[config.mk]
export PLATFORM = sky130hd
export DESIGN_NAME = pixel_pattern_gen_flat
export DESIGN_NICKNAME = d
export VERILOG_FILES = /design/src/rtl/pixel_pkg.sv /design/src/rtl/pixel_pattern_gen_if.sv /design/src/rtl/pattern_pixel_fn.sv /design/src/rtl/pixel_pattern_gen.sv /design/src/flat_wrapper.sv
export SDC_FILE = /design/constraint.sdc
export NUM_CORES = 1
export LEC_CHECK = 0
export CAP_MARGIN = 20
export CORE_MARGIN = 2
export CORE_UTILIZATION = 52
export CTS_BUF_LIST = sky130_fd_sc_hd__clkbuf_4 sky130_fd_sc_hd__clkbuf_8
export DETAILED_ROUTE_END_ITERATION = 6
export GPL_ROUTABILITY_DRIVEN = 0
export PLACE_DENSITY = 0.73
export SKIP_CTS_REPAIR_TIMING = 1
export SYNTH_ARGS = -nofsm -noshare
export SYNTH_HDL_FRONTEND = slang
export SYNTH_SLANG_ARGS = --single-unit
[constraint.sdc]
create_clock -name aclk -period 5.9 [get_ports aclk]
set_input_delay 0.59 -clock aclk [delete_from_list [all_inputs] [get_ports aclk]]
set_output_delay 0.59 -clock aclk [all_outputs]
set_load 0.02 [all_outputs]
[src/rtl/pixel_pkg.sv]
// Shared encodings for the synthetic RGB pattern source: pattern select values,
// frame FSM states and the colour-bar lookup masks.
package pixel_pkg;

    typedef enum logic [1:0] {
        PAT_BARS  = 2'd0,
        PAT_GRAD  = 2'd1,
        PAT_CHECK = 2'd2,
        PAT_SOLID = 2'd3
    } pat_e;

    typedef enum logic [0:0] {
        ST_IDLE = 1'b0,
        ST_RUN  = 1'b1
    } state_e;

    // Bit i of each mask says whether that channel is full-scale in bar i
    // (white, yellow, cyan, green, magenta, red, blue, black).
    localparam logic [7:0] BAR_R_MASK = 8'b0011_0011;
    localparam logic [7:0] BAR_G_MASK = 8'b0000_1111;
    localparam logic [7:0] BAR_B_MASK = 8'b0101_0101;

    function automatic logic [7:0] bar_level(input logic [7:0] mask, input logic [2:0] idx);
        return mask[idx] ? 8'hFF : 8'h00;
    endfunction

endpackage

[src/rtl/pixel_pattern_gen_if.sv]
// Pixel stream between the pattern source (master) and the video packer (slave).
interface pixel_pattern_gen_if;

    logic [7:0] r;
    logic [7:0] g;
    logic [7:0] b;
    logic       valid;
    logic       sof;
    logic       eol;
    logic       ready;

    modport master (
        output r, g, b, valid, sof, eol,
        input  ready
    );

    modport slave (
        input  r, g, b, valid, sof, eol,
        output ready
    );

endinterface

[src/rtl/pattern_pixel_fn.sv]
// Pure combinational pixel colour function; every pattern depends only on the
// low eight bits of the coordinates, so only those are passed in.
module pattern_pixel_fn
    import pixel_pkg::*;
(
    input  pat_e       pat_i,
    input  logic [7:0] x_i,
    input  logic [7:0] y_i,
    input  logic [2:0] bar_i,
    input  logic [7:0] frame_lsbs_i,
    output logic [7:0] r_o,
    output logic [7:0] g_o,
    output logic [7:0] b_o
);

    logic [7:0] sum_s;
    logic       check_s;

    assign sum_s   = x_i + y_i;
    assign check_s = x_i[3] ^ y_i[3] ^ frame_lsbs_i[0];

    // colour selection per pattern
    always_comb begin
        r_o = 8'h00;
        g_o = 8'h00;
        b_o = 8'h00;
        case (pat_i)
            PAT_BARS: begin
                r_o = bar_level(BAR_R_MASK, bar_i);
                g_o = bar_level(BAR_G_MASK, bar_i);
                b_o = bar_level(BAR_B_MASK, bar_i);
            end
            PAT_GRAD: begin
                r_o = x_i;
                g_o = y_i;
                b_o = sum_s;
            end
            PAT_CHECK: begin
                r_o = check_s ? 8'hFF : 8'h00;
                g_o = check_s ? 8'hFF : 8'h00;
                b_o = check_s ? 8'hFF : 8'h00;
            end
            PAT_SOLID: begin
                r_o = frame_lsbs_i;
                g_o = frame_lsbs_i;
                b_o = frame_lsbs_i;
            end
            default: begin
                r_o = 8'h00;
                g_o = 8'h00;
                b_o = 8'h00;
            end
        endcase
    end

endmodule

[src/rtl/pixel_pattern_gen.sv]
// Synthetic RGB frame source with a registered output stage, ready backpressure
// and a frame-level IDLE/RUN FSM that only stops at frame boundaries.
module pixel_pattern_gen
    import pixel_pkg::*;
#(
    parameter int IMG_W = 640,
    parameter int IMG_H = 480,
    parameter int XW    = 10,
    parameter int YW    = 9
) (
    input  logic                aclk,
    input  logic                areset,
    input  logic                enable,
    input  logic [1:0]          pattern_sel,
    pixel_pattern_gen_if.master pix,
    output logic                frame_done,
    output logic [15:0]         frame_count
);

    localparam int             BAR_W    = IMG_W / 8;
    localparam logic [XW-1:0]  X_LAST   = XW'(IMG_W - 1);
    localparam logic [YW-1:0]  Y_LAST   = YW'(IMG_H - 1);
    localparam logic [XW-1:0]  BAR_LAST = XW'(BAR_W - 1);
    localparam logic [XW-1:0]  X_ONE    = XW'(1'b1);
    localparam logic [YW-1:0]  Y_ONE    = YW'(1'b1);

    state_e        state_q;
    pat_e          pat_q;
    logic [XW-1:0] x_q;
    logic [XW-1:0] x_d;
    logic [YW-1:0] y_q;
    logic [YW-1:0] y_d;
    logic [2:0]    bar_q;
    logic [2:0]    bar_d;
    logic [XW-1:0] bar_cnt_q;
    logic [XW-1:0] bar_cnt_d;
    logic [7:0]    r_q;
    logic [7:0]    g_q;
    logic [7:0]    b_q;
    logic          valid_q;
    logic          sof_q;
    logic          eol_q;
    logic          last_q;
    logic          frame_done_q;
    logic [15:0]   frame_count_q;

    logic          xfer_s;
    logic          frame_end_s;
    logic          start_s;
    logic          load_s;
    logic [15:0]   frame_count_inc_s;
    pat_e          fn_pat_s;
    logic [7:0]    fn_frame_s;
    logic [7:0]    fn_r_s;
    logic [7:0]    fn_g_s;
    logic [7:0]    fn_b_s;
    logic [7:0]    x_lsb_s;
    logic [7:0]    y_lsb_s;

    assign xfer_s            = valid_q & pix.ready;
    assign frame_end_s       = (state_q == ST_RUN) & xfer_s & last_q;
    assign frame_count_inc_s = frame_count_q + 16'd1;
    assign x_lsb_s           = 8'(x_q);
    assign y_lsb_s           = 8'(y_q);

    // When to load the holding register; a new frame takes the live pattern_sel
    // and, when it follows a completed frame, the already-incremented frame count.
    always_comb begin
        start_s = 1'b0;
        load_s  = 1'b0;
        case (state_q)
            ST_IDLE: begin
                start_s = enable;
                load_s  = enable;
            end
            ST_RUN: begin
                start_s = frame_end_s & enable;
                load_s  = xfer_s & (~last_q | enable);
            end
            default: begin
                start_s = 1'b0;
                load_s  = 1'b0;
            end
        endcase
        if (start_s) begin
            fn_pat_s = pat_e'(pattern_sel);
        end else begin
            fn_pat_s = pat_q;
        end
        if (frame_end_s) begin
            fn_frame_s = frame_count_inc_s[7:0];
        end else begin
            fn_frame_s = frame_count_q[7:0];
        end
    end

    // Counters always hold the coordinates of the next pixel to load, wrapping
    // to (0,0) after the last pixel so a new frame needs no extra clear.
    always_comb begin
        x_d       = x_q + X_ONE;
        y_d       = y_q;
        bar_d     = bar_q;
        bar_cnt_d = bar_cnt_q + X_ONE;
        if (x_q == X_LAST) begin
            x_d       = '0;
            bar_d     = 3'd0;
            bar_cnt_d = '0;
            if (y_q == Y_LAST) begin
                y_d = '0;
            end else begin
                y_d = y_q + Y_ONE;
            end
        end else if (bar_cnt_q == BAR_LAST) begin
            bar_cnt_d = '0;
            bar_d     = bar_q + 3'd1;
        end else begin
            bar_d = bar_q;
        end
    end

    pattern_pixel_fn u_pixel_fn (
        .pat_i        (fn_pat_s),
        .x_i          (x_lsb_s),
        .y_i          (y_lsb_s),
        .bar_i        (bar_q),
        .frame_lsbs_i (fn_frame_s),
        .r_o          (fn_r_s),
        .g_o          (fn_g_s),
        .b_o          (fn_b_s)
    );

    // frame FSM, coordinate counters and output holding register
    always_ff @(posedge aclk or posedge areset) begin
        if (areset) begin
            state_q       <= ST_IDLE;
            pat_q         <= PAT_BARS;
            x_q           <= '0;
            y_q           <= '0;
            bar_q         <= 3'd0;
            bar_cnt_q     <= '0;
            r_q           <= 8'h00;
            g_q           <= 8'h00;
            b_q           <= 8'h00;
            valid_q       <= 1'b0;
            sof_q         <= 1'b0;
            eol_q         <= 1'b0;
            last_q        <= 1'b0;
            frame_done_q  <= 1'b0;
            frame_count_q <= 16'd0;
        end else begin
            frame_done_q <= 1'b0;
            case (state_q)
                ST_IDLE: begin
                    if (enable) begin
                        state_q <= ST_RUN;
                    end
                end
                ST_RUN: begin
                    if (frame_end_s) begin
                        frame_done_q  <= 1'b1;
                        frame_count_q <= frame_count_inc_s;
                        if (!enable) begin
                            state_q <= ST_IDLE;
                            valid_q <= 1'b0;
                            sof_q   <= 1'b0;
                            eol_q   <= 1'b0;
                            last_q  <= 1'b0;
                        end
                    end
                end
                default: state_q <= ST_IDLE;
            endcase
            if (start_s) begin
                pat_q <= fn_pat_s;
            end
            if (load_s) begin
                x_q       <= x_d;
                y_q       <= y_d;
                bar_q     <= bar_d;
                bar_cnt_q <= bar_cnt_d;
                r_q       <= fn_r_s;
                g_q       <= fn_g_s;
                b_q       <= fn_b_s;
                valid_q   <= 1'b1;
                sof_q     <= (x_q == '0) && (y_q == '0);
                eol_q     <= (x_q == X_LAST);
                last_q    <= (x_q == X_LAST) && (y_q == Y_LAST);
            end
        end
    end

    assign pix.r       = r_q;
    assign pix.g       = g_q;
    assign pix.b       = b_q;
    assign pix.valid   = valid_q;
    assign pix.sof     = sof_q;
    assign pix.eol     = eol_q;
    assign frame_done  = frame_done_q;
    assign frame_count = frame_count_q;

endmodule

[src/flat_wrapper.sv]
// flat-port wrapper written by rule: the top's interface ports become plain ports
module pixel_pattern_gen_flat import pixel_pkg::*;
#(
    parameter int IMG_W = 640,
    parameter int IMG_H = 480,
    parameter int XW    = 10,
    parameter int YW    = 9
)
  (aclk, areset, enable, pattern_sel, frame_done, frame_count, pix_r, pix_g, pix_b, pix_valid, pix_sof, pix_eol, pix_ready);
  pixel_pattern_gen_if pix_i ();
  input  logic aclk;
  input  logic areset;
  input  logic enable;
  input  logic [1:0] pattern_sel;
  output logic frame_done;
  output logic [15:0] frame_count;
  output wire logic [$bits(pix_i.r)-1:0] pix_r;
  output wire logic [$bits(pix_i.g)-1:0] pix_g;
  output wire logic [$bits(pix_i.b)-1:0] pix_b;
  output wire logic [$bits(pix_i.valid)-1:0] pix_valid;
  output wire logic [$bits(pix_i.sof)-1:0] pix_sof;
  output wire logic [$bits(pix_i.eol)-1:0] pix_eol;
  input wire logic [$bits(pix_i.ready)-1:0] pix_ready;
  assign pix_r = pix_i.r;
  assign pix_g = pix_i.g;
  assign pix_b = pix_i.b;
  assign pix_valid = pix_i.valid;
  assign pix_sof = pix_i.sof;
  assign pix_eol = pix_i.eol;
  assign pix_i.ready = pix_ready;
  pixel_pattern_gen #(.IMG_W(IMG_W), .IMG_H(IMG_H), .XW(XW), .YW(YW)) u_core (.aclk(aclk), .areset(areset), .enable(enable), .pattern_sel(pattern_sel), .pix(pix_i), .frame_done(frame_done), .frame_count(frame_count));
endmodule
Figure 1. Sequential cells grouped by signal name.
Bar = 20 µm. Other sequential cells in the stronger gray, the rest of the logic in the fainter gray.
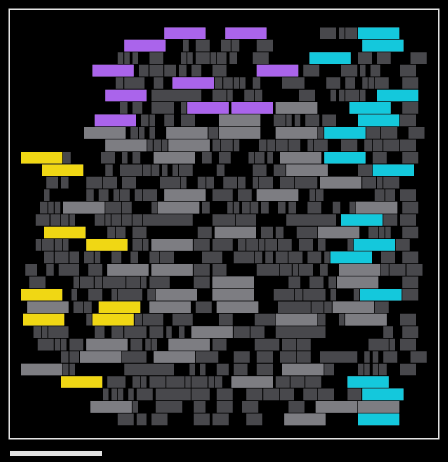
- yellow: u_core.y_q (flops 9)
- cyan: u_core.frame_count (flops 16)
- purple: u_core.bar_cnt_q (flops 10)

Figure 2. Wiring by layer.
Only two layers are drawn.
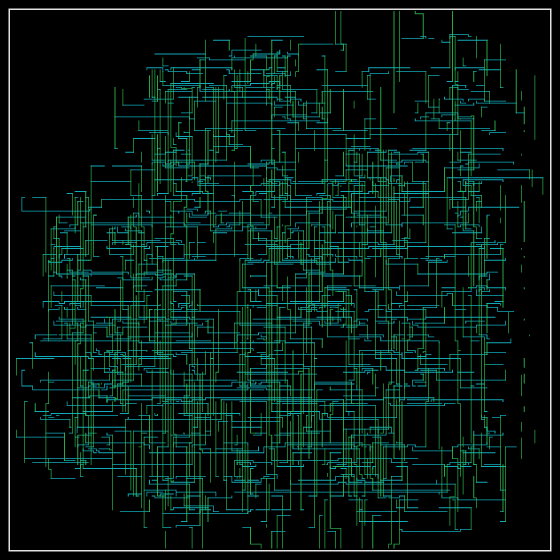
- cyan: M1 (wire length 4180 µm)
- green: M2 (wire length 4630 µm)
gr usage total: 0.236
DR WL/cell: 16.8 µm

Figure 3. The clock network.
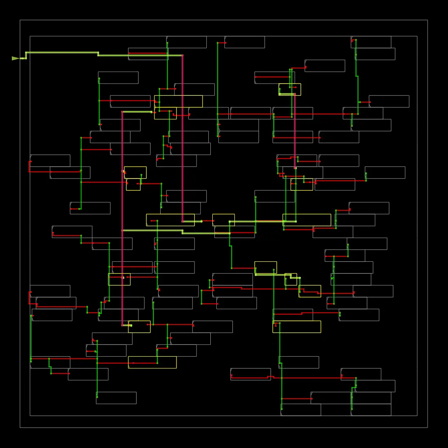
clock-net power: 0.575 mW
clock buf count: 9

==> job_summary.md <==
### Flow metrics

| Metric | Value |
|---|---|
| Flop pwr share | `0.382` |
| CP Data Required Time | `6.17 ns` |
| R2r endpoint | `u_core.pix.g[6]$_DFFE_PP0P_` |
| Vert. Die Dim | `93.5 µm` |
| Most common cell after layout, fill and taps aside | `dfrtp_1` |
| Hold path start | `u_core.frame_count[15]$_DFFE_PP0P_` |
| Main power group | `registers` |
| Bufs and invs on worst path | `0` |
| PortBufs | `49` |
| Area Overhead vs Synth | `20.3%` |
| Critical-path top delay cell | `a21o_1` |
| Critical path endpoint category | `flip-flop` |
| Status | `finished, final reports clean` |
| Cell family with most CP delay | `AND-OR/OR-AND gates` |
| Async SR Flop Fraction | `1.00` |
| Synth Area per Inst | `10.2 µm²` |
| Final setup viols | `0` |
| Vias in the first global route | `3271` |
| Nets at Floorplan | `431` |
| Setup crit start kind | `flip-flop` |
| Post-Synthesis Cells | `410` |
| Sequential power | `0.801 mW` |
| Clock Root Buffer | `clkbuf_8` |
| Critical path cell sequence | `ha_1 > xnor3_1 > a211oi_2 > a21o_1 > a21oi_2 > a211oi_1` |
| Num CTS Buffers | `9` |
| FF-to-FF Start | `u_core.x_q[3]$_DFFE_PP0P_` |
| Initial antenna violation count | `0` |
| Crit Path Class | `flip-flop to flip-flop` |
| Via/cell ratio | `5.89` |
| Syn Std Cell Area | `4160 µm²` |
| Max rail drop VDD | `between 0.15 and 0.2 mV` |
| Max transition margin | `0.337` |
| ANT cells | `0` |
| Cycle use final | `0.448` |
| Net Sw Frac | `0.342` |
| Crit path time final | `2.64 ns` |
| F_max | `378 MHz` |
| Final ANT Viol Nets | `0` |
| CP max FO | `19` |
| Post-synthesis chip area from yosys | `4160 µm²` |
| Count leader, synth | `dfrtp_1` |
| Length in cells of the worst reg-to-reg path | `6` |
| Syn. warnings | `0` |
| Clk buf depth | `2` |
| # rows | `32` |
| Synth cell count leaders | `80 x dfrtp_1, 49 x nand2_1, 27 x nor2_1` |
| Most frequent cells in the layout | `80 x dfrtp_1, 49 x nand2_1, 49 x clkdlybuf4s50_1, 27 x nor2_1, 20 x a21oi_1` |
| Synth flops | `80` |
| Hold Path Sink | `u_core.frame_count[15]$_DFFE_PP0P_` |
| Via count | `3304` |
Figure 4. Selected gate families.
Bar = 20 µm.
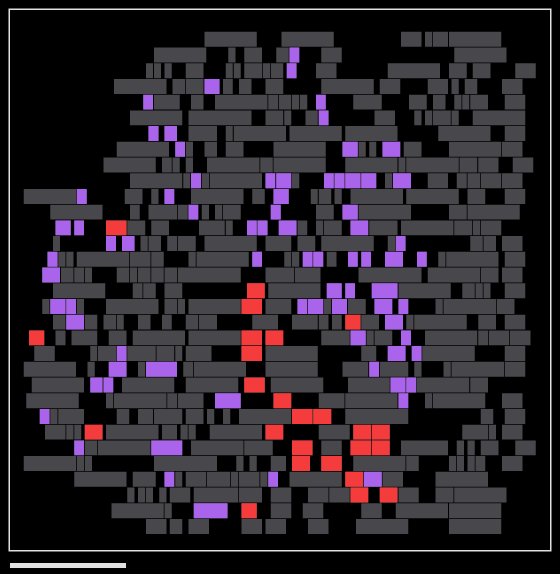
- purple: aoi and oai cells (cells 76)
- red: non-inverting ao/oa cells (cells 25; where bottom center)

Figure 5. Ports around the boundary.
Pins as bars across the die edge, other pins in gray.
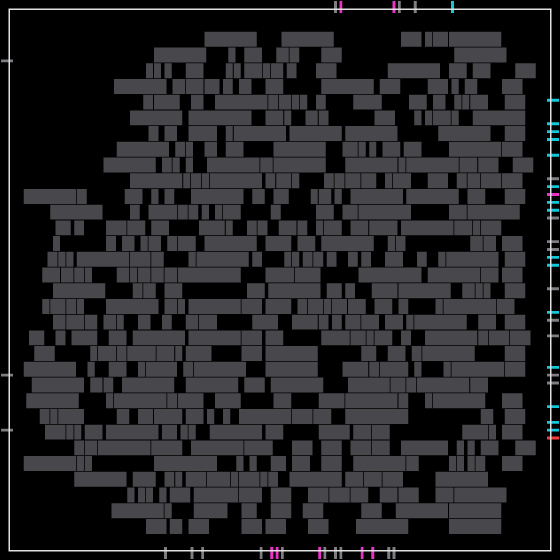
- cyan: frame_count (pins 16; direction output; edge 15 right, 1 top)
- red: frame_done (pins 1; direction output; edge right)
- magenta: pix_g (pins 8; direction output; edge 5 bottom, 2 top, 1 right)
- all pins by edge: 26 right, 15 bottom, 6 top, 3 left

registers in the layout, indices dropped and copies added, names as in the netlist, 2 cells and up:
name                cells
u_core.y_q              9
u_core.pix.g            8
u_core.bar_cnt_q       10
u_core.pix.r            8
u_core.frame_count     16
u_core.x_q             10
u_core.pat_q            2
u_core.bar_q            3
u_core.pix.b            8
worst register-to-register path: stages, from the launching register on:
cell and delay [ns]:
dfrtp_1 0.48, ha_1 0.48, xnor3_1 0.43, a211oi_2 0.26, a21o_1 0.54, a21oi_2 0.12
a211oi_1 0.24
metal layers:
metal  GRT usage  wire length [µm]  share of wire  up-vias
li1            -                 -              -     1572
met1       0.317              4180           0.44     1612
met2       0.380              4630           0.49      105
met3      0.0387               446          0.047       15
met4       0.100               180          0.019        0
met5           0                 0              0        -
cell type report:
cell class                 count  area, µm²  share of cell area
sequential                    80       2000               0.400
multi-input combinational    295       2000               0.399
timing repair buffer          54        536               0.107
clock inverter                 7        166              0.0332
tap                          102        128              0.0255
clock buffer                   9        124              0.0247
inverter                      14       52.6              0.0105
per-stage QoR:
stage / util / area, µm² / setup slack, ns
after floorplan: - / 4160 / 3.26
after global placement: 0.609 / 4700 / 2.82
after detailed placement: 0.611 / 4720 / 2.91
after CTS: 0.648 / 5010 / 3.27
after global routing: 0.648 / 5010 / 3.06
final: 0.648 / 5010 / 3.26
cell families (layout without fill, tap and decap cells):
kind of cell | after synthesis | after routing | share of synthesized area
simple gates | 137 | 137 | 0.162
compound gates | 101 | 101 | 0.177
flops | 80 | 80 | 0.481
xor+xnor | 37 | 37 | 0.0812
buf+inv | 35 | 84 | 0.0394
fa+ha+maj | 15 | 15 | 0.0469
mux | 5 | 5 | 0.0129
Power and IR drop assume default switching activity.
